File: src/rtl/special_seq_monitor.sv
// Checks a 3-bit counter's q bus against a programmed cyclic sequence, tracks lock and counts step errors.
// Optional 7-segment decode of the sampled value is enabled by defining SEQ_MON_SEG_EN.
module special_seq_monitor #(
  parameter int          SEQ_LEN = 6,
  parameter logic [23:0] SEQ     = {3'd0, 3'd0, 3'd4, 3'd6, 3'd7, 3'd3, 3'd1, 3'd0},
  parameter int          LOCK_N  = 3
) (
  input  logic       clk,
  input  logic       rst_n,
  input  logic [2:0] q,
  input  logic       clr,
  output logic       locked,
  output logic       err_pulse,
  output logic [7:0] err_cnt,
`ifdef SEQ_MON_SEG_EN
  output logic [6:0] seg,
`endif
  output logic [2:0] pos,
  output logic       wrap_pulse
);

  typedef enum logic [1:0] {
    HUNT   = 2'd0,
    SYNC   = 2'd1,
    LOCKED = 2'd2
  } state_t;

  localparam logic [2:0] LAST_IDX = 3'(SEQ_LEN - 1);
  localparam logic [2:0] LOCK_RUN = 3'(LOCK_N);

  state_t     state;
  logic [2:0] q_r;
  logic [2:0] exp_idx;
  logic [2:0] run;
  logic [2:0] exp_val;
  logic       hit_found;
  logic [2:0] hit_idx;
  logic       match;

  function automatic logic [2:0] next_idx(input logic [2:0] idx);
    next_idx = (idx == LAST_IDX) ? 3'd0 : idx + 3'd1;
  endfunction

`ifdef SEQ_MON_SEG_EN
  // Active-low segments, bit 0 = a ... bit 6 = g
  function automatic logic [6:0] seg_decode(input logic [2:0] v);
    case (v)
      3'd0:    seg_decode = 7'h40;
      3'd1:    seg_decode = 7'h79;
      3'd2:    seg_decode = 7'h24;
      3'd3:    seg_decode = 7'h30;
      3'd4:    seg_decode = 7'h19;
      3'd5:    seg_decode = 7'h12;
      3'd6:    seg_decode = 7'h02;
      3'd7:    seg_decode = 7'h78;
      default: seg_decode = 7'h7F;
    endcase
  endfunction
`endif

  // Expected table entry and lowest-index table search for the sampled value
  always_comb begin
    exp_val   = 3'd0;
    hit_found = 1'b0;
    hit_idx   = 3'd0;
    for (int i = 0; i < 8; i++) begin
      exp_val = (exp_idx == 3'(i)) ? SEQ[3*i +: 3] : exp_val;
    end
    // Descending scan so the lowest matching index is the last one written
    for (int i = 7; i >= 0; i--) begin
      hit_found = ((i < SEQ_LEN) && (SEQ[3*i +: 3] == q_r)) ? 1'b1  : hit_found;
      hit_idx   = ((i < SEQ_LEN) && (SEQ[3*i +: 3] == q_r)) ? 3'(i) : hit_idx;
    end
    match = (q_r == exp_val);
  end

  // Input sample stage, tracking FSM and all registered outputs
  always_ff @(posedge clk or negedge rst_n) begin
    if (!rst_n) begin
      q_r        <= 3'd0;
      state      <= HUNT;
      exp_idx    <= 3'd0;
      run        <= 3'd0;
      locked     <= 1'b0;
      err_pulse  <= 1'b0;
      err_cnt    <= 8'd0;
      pos        <= 3'd0;
      wrap_pulse <= 1'b0;
    end else begin
      q_r        <= q;
      err_pulse  <= 1'b0;
      wrap_pulse <= 1'b0;
      if (clr) begin
        state   <= HUNT;
        exp_idx <= 3'd0;
        run     <= 3'd0;
        err_cnt <= 8'd0;
        locked  <= 1'b0;
        pos     <= 3'd0;
      end else begin
        case (state)
          HUNT: begin
            if (hit_found) begin
              exp_idx <= next_idx(hit_idx);
              run     <= 3'd1;
              if (LOCK_N == 1) begin
                state  <= LOCKED;
                locked <= 1'b1;
                pos    <= hit_idx;
              end else begin
                state  <= SYNC;
              end
            end else begin
              state <= HUNT;
            end
          end
          SYNC: begin
            if (match) begin
              exp_idx <= next_idx(exp_idx);
              run     <= run + 3'd1;
              if ((run + 3'd1) == LOCK_RUN) begin
                state  <= LOCKED;
                locked <= 1'b1;
                pos    <= exp_idx;
              end else begin
                state  <= SYNC;
              end
            end else if (hit_found) begin
              // Re-acquire on the same sample without an idle cycle
              exp_idx <= next_idx(hit_idx);
              run     <= 3'd1;
              state   <= SYNC;
            end else begin
              run     <= 3'd0;
              state   <= HUNT;
            end
          end
          LOCKED: begin
            if (match) begin
              exp_idx    <= next_idx(exp_idx);
              pos        <= exp_idx;
              wrap_pulse <= (exp_idx == 3'd0);
            end else begin
              err_pulse <= 1'b1;
              err_cnt   <= (err_cnt == 8'hFF) ? err_cnt : err_cnt + 8'd1;
              locked    <= 1'b0;
              pos       <= 3'd0;
              run       <= 3'd0;
              state     <= HUNT;
            end
          end
          default: begin
            state   <= HUNT;
            run     <= 3'd0;
            locked  <= 1'b0;
            pos     <= 3'd0;
          end
        endcase
      end
    end
  end

`ifdef SEQ_MON_SEG_EN
  // Display decode of the sampled value, one stage behind q_r
  always_ff @(posedge clk or negedge rst_n) begin
    if (!rst_n) begin
      seg <= 7'h7F;
    end else begin
      seg <= seg_decode(q_r);
    end
  end
`endif

endmodule

File: config.mk
export PLATFORM = sky130hd
export DESIGN_NAME = special_seq_monitor
export DESIGN_NICKNAME = d
export VERILOG_FILES = /design/src/rtl/special_seq_monitor.sv
export SDC_FILE = /design/constraint.sdc
export NUM_CORES = 1
export LEC_CHECK = 0
export ABC_CLOCK_PERIOD_IN_PS = 4500
export CAP_MARGIN = 10
export CORE_ASPECT_RATIO = 1.4
export CORE_MARGIN = 8
export CORE_UTILIZATION = 35
export DETAILED_ROUTE_END_ITERATION = 10
export SKIP_LAST_GASP = 1
export SLEW_MARGIN = 20
export SYNTH_ARGS = -nofsm -noshare
export SYNTH_HDL_FRONTEND = slang
export SYNTH_SLANG_ARGS = --single-unit
File: constraint.sdc
create_clock -name clk -period 4.5 [get_ports clk]
set_clock_uncertainty 0.15 [all_clocks]
set_input_delay 0.9 -clock clk [delete_from_list [all_inputs] [get_ports clk]]
set_output_delay 0.9 -clock clk [all_outputs]
set_load 0.01 [all_outputs]
==> flow_metrics.tcl <==
# flow metrics
set metrics [dict create \
    topRoutingLayerUsed "met4" \
    route.detailed.vias_per_inst 5.59 \
    setup.worst_path.end_class "flop" \
    placed_cells 297 \
    stage_log_warnings 31 \
    logic_family "AND-OR/OR-AND gates" \
    cells_yosys 222 \
    postSynthNetCount 238 \
    post_route_cells_drive_above_1_share_pct 7.30 \
    synthDominantCellAreaShare_pct 32.6 \
    cts-buffers-inserted 3 \
    die_area_um2 8130 \
    worstHoldPathCells 1 \
    grt_setup_unrepaired "no" \
    run_status "finished clean" \
    synthDominantAreaCellType "sky130_fd_sc_hd__dfrtp_1" \
    async_reset_ff_share_pct 100 \
    period_needed_ns 3.35 \
    top_level_ports 20 \
    drc_violation_count_after_routing 0 \
    first_global_vias 1756 \
    min_path_type "reg2reg" \
    postCtsHoldBufs 0 \
    power_sequential_mw 0.251 \
    layout.cells.largest_class "multi-input combinational cells" \
    synth.area.top_cells "sky130_fd_sc_hd__dfrtp_1, sky130_fd_sc_hd__ha_1, sky130_fd_sc_hd__a21oi_1" \
    placedInstanceArea_um2 2150 \
    max_freq_mhz 298 \
    tightest_slew_ns 0.774 \
    timing.reg2reg.setup_slack_ns 1.15 \
]
registers in the layout, summed over array words and instances (netlist names):
register    flops
wrap_pulse      1
state           2
pos             3
err_pulse       1
locked          1
err_cnt         8
exp_idx         3
run             3
q_r             3
worst min-delay path by stage:
stage	endpoint	from	slack, ns
2_1_floorplan	run[0]	run[0]	0.37
3_3_place_gp	pos[1]	pos[1]	0.32
3_5_place_dp	pos[1]	pos[1]	0.32
4_1_cts	pos[1]	pos[1]	0.35
5_1_grt	pos[2]	pos[2]	0.38
6_report	pos[1]	pos[1]	0.34
metal layers:
layer	vias to the layer above	GRT usage [%]
li1	839	-
met1	796	13.2
met2	35	21.8
met3	12	1.47
met4	0	6.12
met5	-	0
==> images/layers.png <==
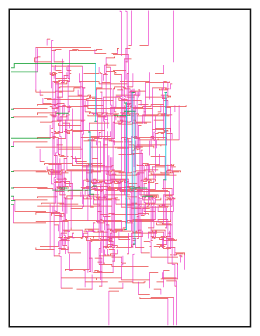
[M1] red | wire length: 2,030 um
[M3] green | wire length: 97.3 um
[M4] cyan | wire length: 185 um
[M2] magenta | wire length: 2,420 um
per-cell routed wire length: 15.7 um
total via count after detailed routing: 1,682

==> images/class_map.png <==
Fill, decap, tap and diode cells in gray.
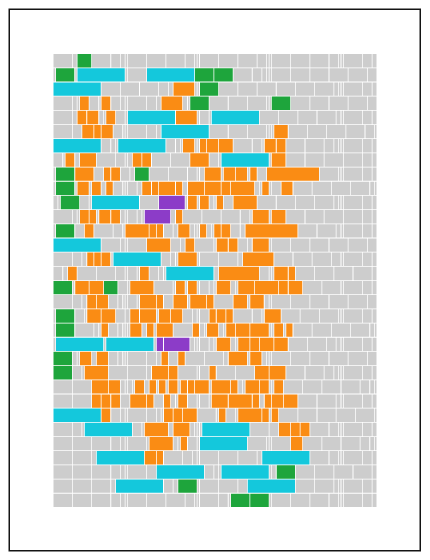
[clock drivers and dummy loads] purple | cells: 4 | share of their area: 2.1%
[remaining logic cells] orange | cells: 182 | share of their area: 58%
[registers] cyan | cells: 25 | share of their area: 30%
[remaining buffers and delay cells] green | cells: 22 | share of their area: 10%
total number of placement rows: 32
area of the core region: 5410 um2
sequential fraction of total cell area: 28.5%
final cell area excluding filler cells: 2190 um2
utilization of the core after routing: 40.6%

